Fig. 1: zoomed window
Region (60, 30) to (110, 80) um. Cells in grey, sequential cells in the stronger grey; small squares are vias.
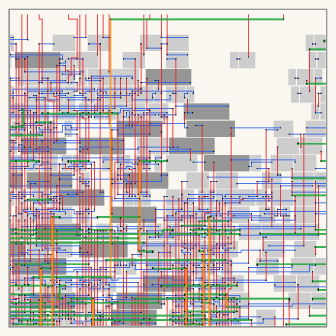
Fig. 2: pin map
(3 px per um) Pins as bars across the die edge, other pins in grey.
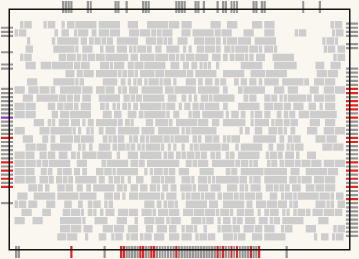
## src/rtl/pc_unit.sv

```systemverilog
// Program-counter generator: sequential fetch address, redirects, stalls and an accepted-fetch counter.
// Optional build macro PC_MISALIGN_TRAP_EN turns misaligned redirects into a one-cycle trap to TRAP_VEC.
module pc_unit #(
    parameter int                  PC_WIDTH = 32,
    parameter logic [PC_WIDTH-1:0] RESET_PC = '0,
    parameter logic [PC_WIDTH-1:0] TRAP_VEC = PC_WIDTH'(4)
) (
    input  logic                i_clk,
    input  logic                i_rst,
    input  logic                i_stall,
    input  logic                i_fetch_ready,
    input  logic                i_redirect,
    input  logic [PC_WIDTH-1:0] i_redirect_target,
    output logic [PC_WIDTH-1:0] o_pc,
    output logic [PC_WIDTH-1:0] o_pc_plus4,
    output logic                o_pc_valid,
    output logic [31:0]         o_fetch_count,
    output logic                o_misalign,
    output logic [PC_WIDTH-1:0] o_bad_addr
);

    typedef enum logic [1:0] {S_BOOT, S_RUN, S_HOLD, S_TRAP} state_t;

    state_t              r_state, w_next_state;
    logic [PC_WIDTH-1:0] r_pc, w_next_pc;
    logic                r_pc_valid;
    logic [31:0]         r_fetch_count;
    logic [PC_WIDTH-1:0] w_pc_plus4;
    logic [PC_WIDTH-1:0] w_target_aligned;
    logic                w_fetch_accept;

    assign w_pc_plus4       = r_pc + PC_WIDTH'(4);
    assign w_target_aligned = i_redirect_target & ~PC_WIDTH'(3);
    assign w_fetch_accept   = r_pc_valid & i_fetch_ready;

`ifdef PC_MISALIGN_TRAP_EN
    logic                w_trap_enter;
    logic                r_misalign;
    logic [PC_WIDTH-1:0] r_bad_addr;
    logic                w_target_misaligned;

    assign w_target_misaligned = |i_redirect_target[1:0];
`endif

    always_comb begin
        w_next_state = r_state;
        w_next_pc    = r_pc;
`ifdef PC_MISALIGN_TRAP_EN
        w_trap_enter = 1'b0;
`endif
        case (r_state)
            S_BOOT: w_next_state = S_RUN;
            // RUN and HOLD share one rule set; HOLD only records that pc did not advance.
            S_RUN, S_HOLD: begin
                if (i_redirect) begin
`ifdef PC_MISALIGN_TRAP_EN
                    if (w_target_misaligned) begin
                        w_next_state = S_TRAP;
                        w_next_pc    = TRAP_VEC;
                        w_trap_enter = 1'b1;
                    end else begin
                        w_next_state = S_RUN;
                        w_next_pc    = w_target_aligned;
                    end
`else
                    w_next_state = S_RUN;
                    w_next_pc    = w_target_aligned;
`endif
                end else if (i_stall || !i_fetch_ready) begin
                    w_next_state = S_HOLD;
                end else begin
                    w_next_state = S_RUN;
                    w_next_pc    = w_pc_plus4;
                end
            end
`ifdef PC_MISALIGN_TRAP_EN
            S_TRAP: begin
                w_next_state = S_RUN;
                w_next_pc    = w_pc_plus4;
            end
`endif
            default: w_next_state = S_BOOT;
        endcase
    end

    always_ff @(posedge i_clk) begin
        if (i_rst) begin
            r_state       <= S_BOOT;
            r_pc          <= RESET_PC;
            r_pc_valid    <= 1'b0;
            r_fetch_count <= '0;
        end else begin
            r_state    <= w_next_state;
            r_pc       <= w_next_pc;
            r_pc_valid <= (w_next_state == S_RUN) || (w_next_state == S_HOLD);
            if (w_fetch_accept && (r_fetch_count != 32'hFFFF_FFFF))
                r_fetch_count <= r_fetch_count + 32'd1;
        end
    end

`ifdef PC_MISALIGN_TRAP_EN
    always_ff @(posedge i_clk) begin
        if (i_rst) begin
            r_misalign <= 1'b0;
            r_bad_addr <= '0;
        end else begin
            r_misalign <= w_trap_enter;
            if (w_trap_enter)
                r_bad_addr <= i_redirect_target;
        end
    end

    assign o_misalign = r_misalign;
    assign o_bad_addr = r_bad_addr;
`else
    assign o_misalign = 1'b0;
    assign o_bad_addr = '0;
`endif

    assign o_pc          = r_pc;
    assign o_pc_plus4    = w_pc_plus4;
    assign o_pc_valid    = r_pc_valid;
    assign o_fetch_count = r_fetch_count;

endmodule

```

## config.mk

```make
export PLATFORM = sky130hd
export DESIGN_NAME = pc_unit
export DESIGN_NICKNAME = d
export VERILOG_FILES = /design/src/rtl/pc_unit.sv
export SDC_FILE = /design/constraint.sdc
export NUM_CORES = 1
export LEC_CHECK = 0
export ABC_CLOCK_PERIOD_IN_PS = 3430
export CORE_ASPECT_RATIO = 0.7
export CORE_UTILIZATION = 49
export CTS_BUF_LIST = sky130_fd_sc_hd__clkbuf_8
export CTS_CLUSTER_SIZE = 12
export DETAILED_ROUTE_END_ITERATION = 10
export GPL_TIMING_DRIVEN = 0
export PLACE_DENSITY = 0.89
export SETUP_SLACK_MARGIN = 0.2
export SKIP_LAST_GASP = 1
export SYNTH_ARGS = -nofsm -noshare
export SYNTH_HDL_FRONTEND = slang
export SYNTH_SLANG_ARGS = --single-unit
```

## constraint.sdc

```tcl
create_clock -name i_clk -period 3.43 [get_ports i_clk]
set_input_delay 0.5145 -clock i_clk [delete_from_list [all_inputs] [get_ports i_clk]]
set_output_delay 0.5145 -clock i_clk [all_outputs]
set_load 0.01 [all_outputs]
```

==> ci_impl_report.md <==
### Flow metrics

| Metric | Value |
|---|---|
| Result of the run | finished clean |
| End-of-flow core utilization | 75.4% |
| Clk slew on worst S/H paths | 0.07 ns |
| Total core area | 8110 um^2 |
| Die x size | 113 um |
| Quantity of gates resized following cts | 7 |
| Power density over the cells | 327 nW/um^2 |
| Worst r2r src | o_fetch_count[0] |
| MI comb area | 2670 um^2 |
| Int Power | 1.41 mW |
| Post-placement setup slack | 0.246 ns |
| CTS sink count | 65 |
| Met3 usage | 8.05% |
| Vias | 4983 |
| Most common cell after layout, fill and taps aside | clkdlybuf4s50_1 |
| Max reg flops | 32 |
| Average wire per standard cell | 17.9 um |
| Fin Hold WS | 0.497 ns |
| Root Driver | clkbuf_8 |
| Setup Total Neg Slack | 0 ns |
| Power of the sequential group | 0.837 mW |
| Max_cap viols | 0 |
| Adder and majority gate portion of the synthesized area | 1.48% |
| Met2 capacity usage during global routing | 51.5% |
| Most numerous logic cells after layout | 126 x clkdlybuf4s50_1, 58 x dfxtp_1, 47 x buf_4, 47 x nor2_1, 43 x nand2_1 |
| Final Skew | 0.0110 ns |
| Synth-to-Final Area Change | 44.6% |
| Largest fanout of any net on the critical path | 6 |
| Highest metal layer with signal wires | met4 |
| Max Clock Freq | 317 MHz |
| Cell type with the largest total area after synthesis | dfxtp_1 |
| Proportion of layout cells with a drive suffix above 1 | 12.9% |
| Tapcells | 101 |
| Post-Synth Simple-Gate Area | 28.8% |
| FP Util | 52.1% |
| Logic share of the area | 43.7% |
| Cell with the most instances after synthesis | dfxtp_1 |
| Power attributed to combinational cells | 0.457 mW |
| Fraction of synthesized area in multiplexers | 1.18% |
| Post-CTS Repair Setup Buffers | 1 |
| Pins Over Slew Limit | 0 |
| Number of detailed-routing iterations run before antenna repair | 5 |
| Flop-to-flop setup slack | 1.00 ns |
| Hold bufs inserted after CTS | 0 |
| Gate family responsible for the most delay along the worst path | buffers and inverters |
| Largest net degree at the start of global routing | 12 |
| And-or/or-and share of the synthesized area | 18.6% |
| DRC errors left | 0 |
| GRT Util Overall | 31.5% |
| Leading power group | sequential cells |
| # fillers | 611 |
| Tool warnings | 31 |
| Warning count from the yosys run | 0 |
| Final critical-path share of the clock period | 91.9% |
| Clock tree buffer count of the final layout | 12 |
| Standard cell area after detailed placement | 5760 um^2 |
| Sequential cell area | 1310 um^2 |
| Critical path's slowest cell | clkdlybuf4s50_1 |
| Top comb family, area | simple AND/OR/NAND/NOR gates |
| Area fraction of the dominant cell type after synthesis | 30.8% |
| Share of total power in the clock network | 35.4% |
| Class of the tightest hold or removal check | flop to flop |
| Startpoint of the most critical hold path | o_fetch_count[31] |
| Post-layout min period | 3.15 ns |
| Number of rows created at floorplan | 27 |
| Reported clock group power | 0.708 mW |
| Switching Fraction | 29.8% |
| Leak | 2.30 nW |
| Hold-critical path endpoint | o_fetch_count[31] |
| Startpoint types | flop |
| Crit path buffers/inverters | 3 |
| Detailed-placement wirelength estimate | 10.7 mm |
| Routed metal-1 wirelength | 6.14 mm |
| Wirelength, routed | 14.8 mm |
| Net switching component of the power | 0.596 mW |
| Path depth of the worst reg2reg path | 7 |
| Comb gates | 427 |
| Height of the chip | 79.7 um |
| Count of placed standard cells in the final layout, fillers left out | 824 |
| Non-Clock Buffer Count | 205 |
| Sequential cell fraction of total power | 41.8% |
| Number of levels the H-tree was split into | 3 |
| Overflow left after global routing | 0 |
| Comb pwr share | 22.8% |
| Share of flip-flops with an asynchronous set or reset | 0% |
About Fig. 1:
- red: metal 2
- blue: metal 1
- orange: metal 4
- green: metal 3
- netlist names of flops here include: o_fetch_count (11), o_pc (9)
- most frequent: clkdlybuf4s50_1 (35), dfxtp_1 (16)
- sequential cells in the window: 20
- cells with their middle in the window: 191

About Fig. 2:
- red: o_pc (pins 32; direction output; edge 14 bottom, 13 right, 5 left)
- purple: i_stall (pins 1; direction input; edge left)
- all pins by edge: 56 bottom, 48 right, 32 left, 31 top

Power figures rest on the tool's default switching activity, not on a simulated workload.
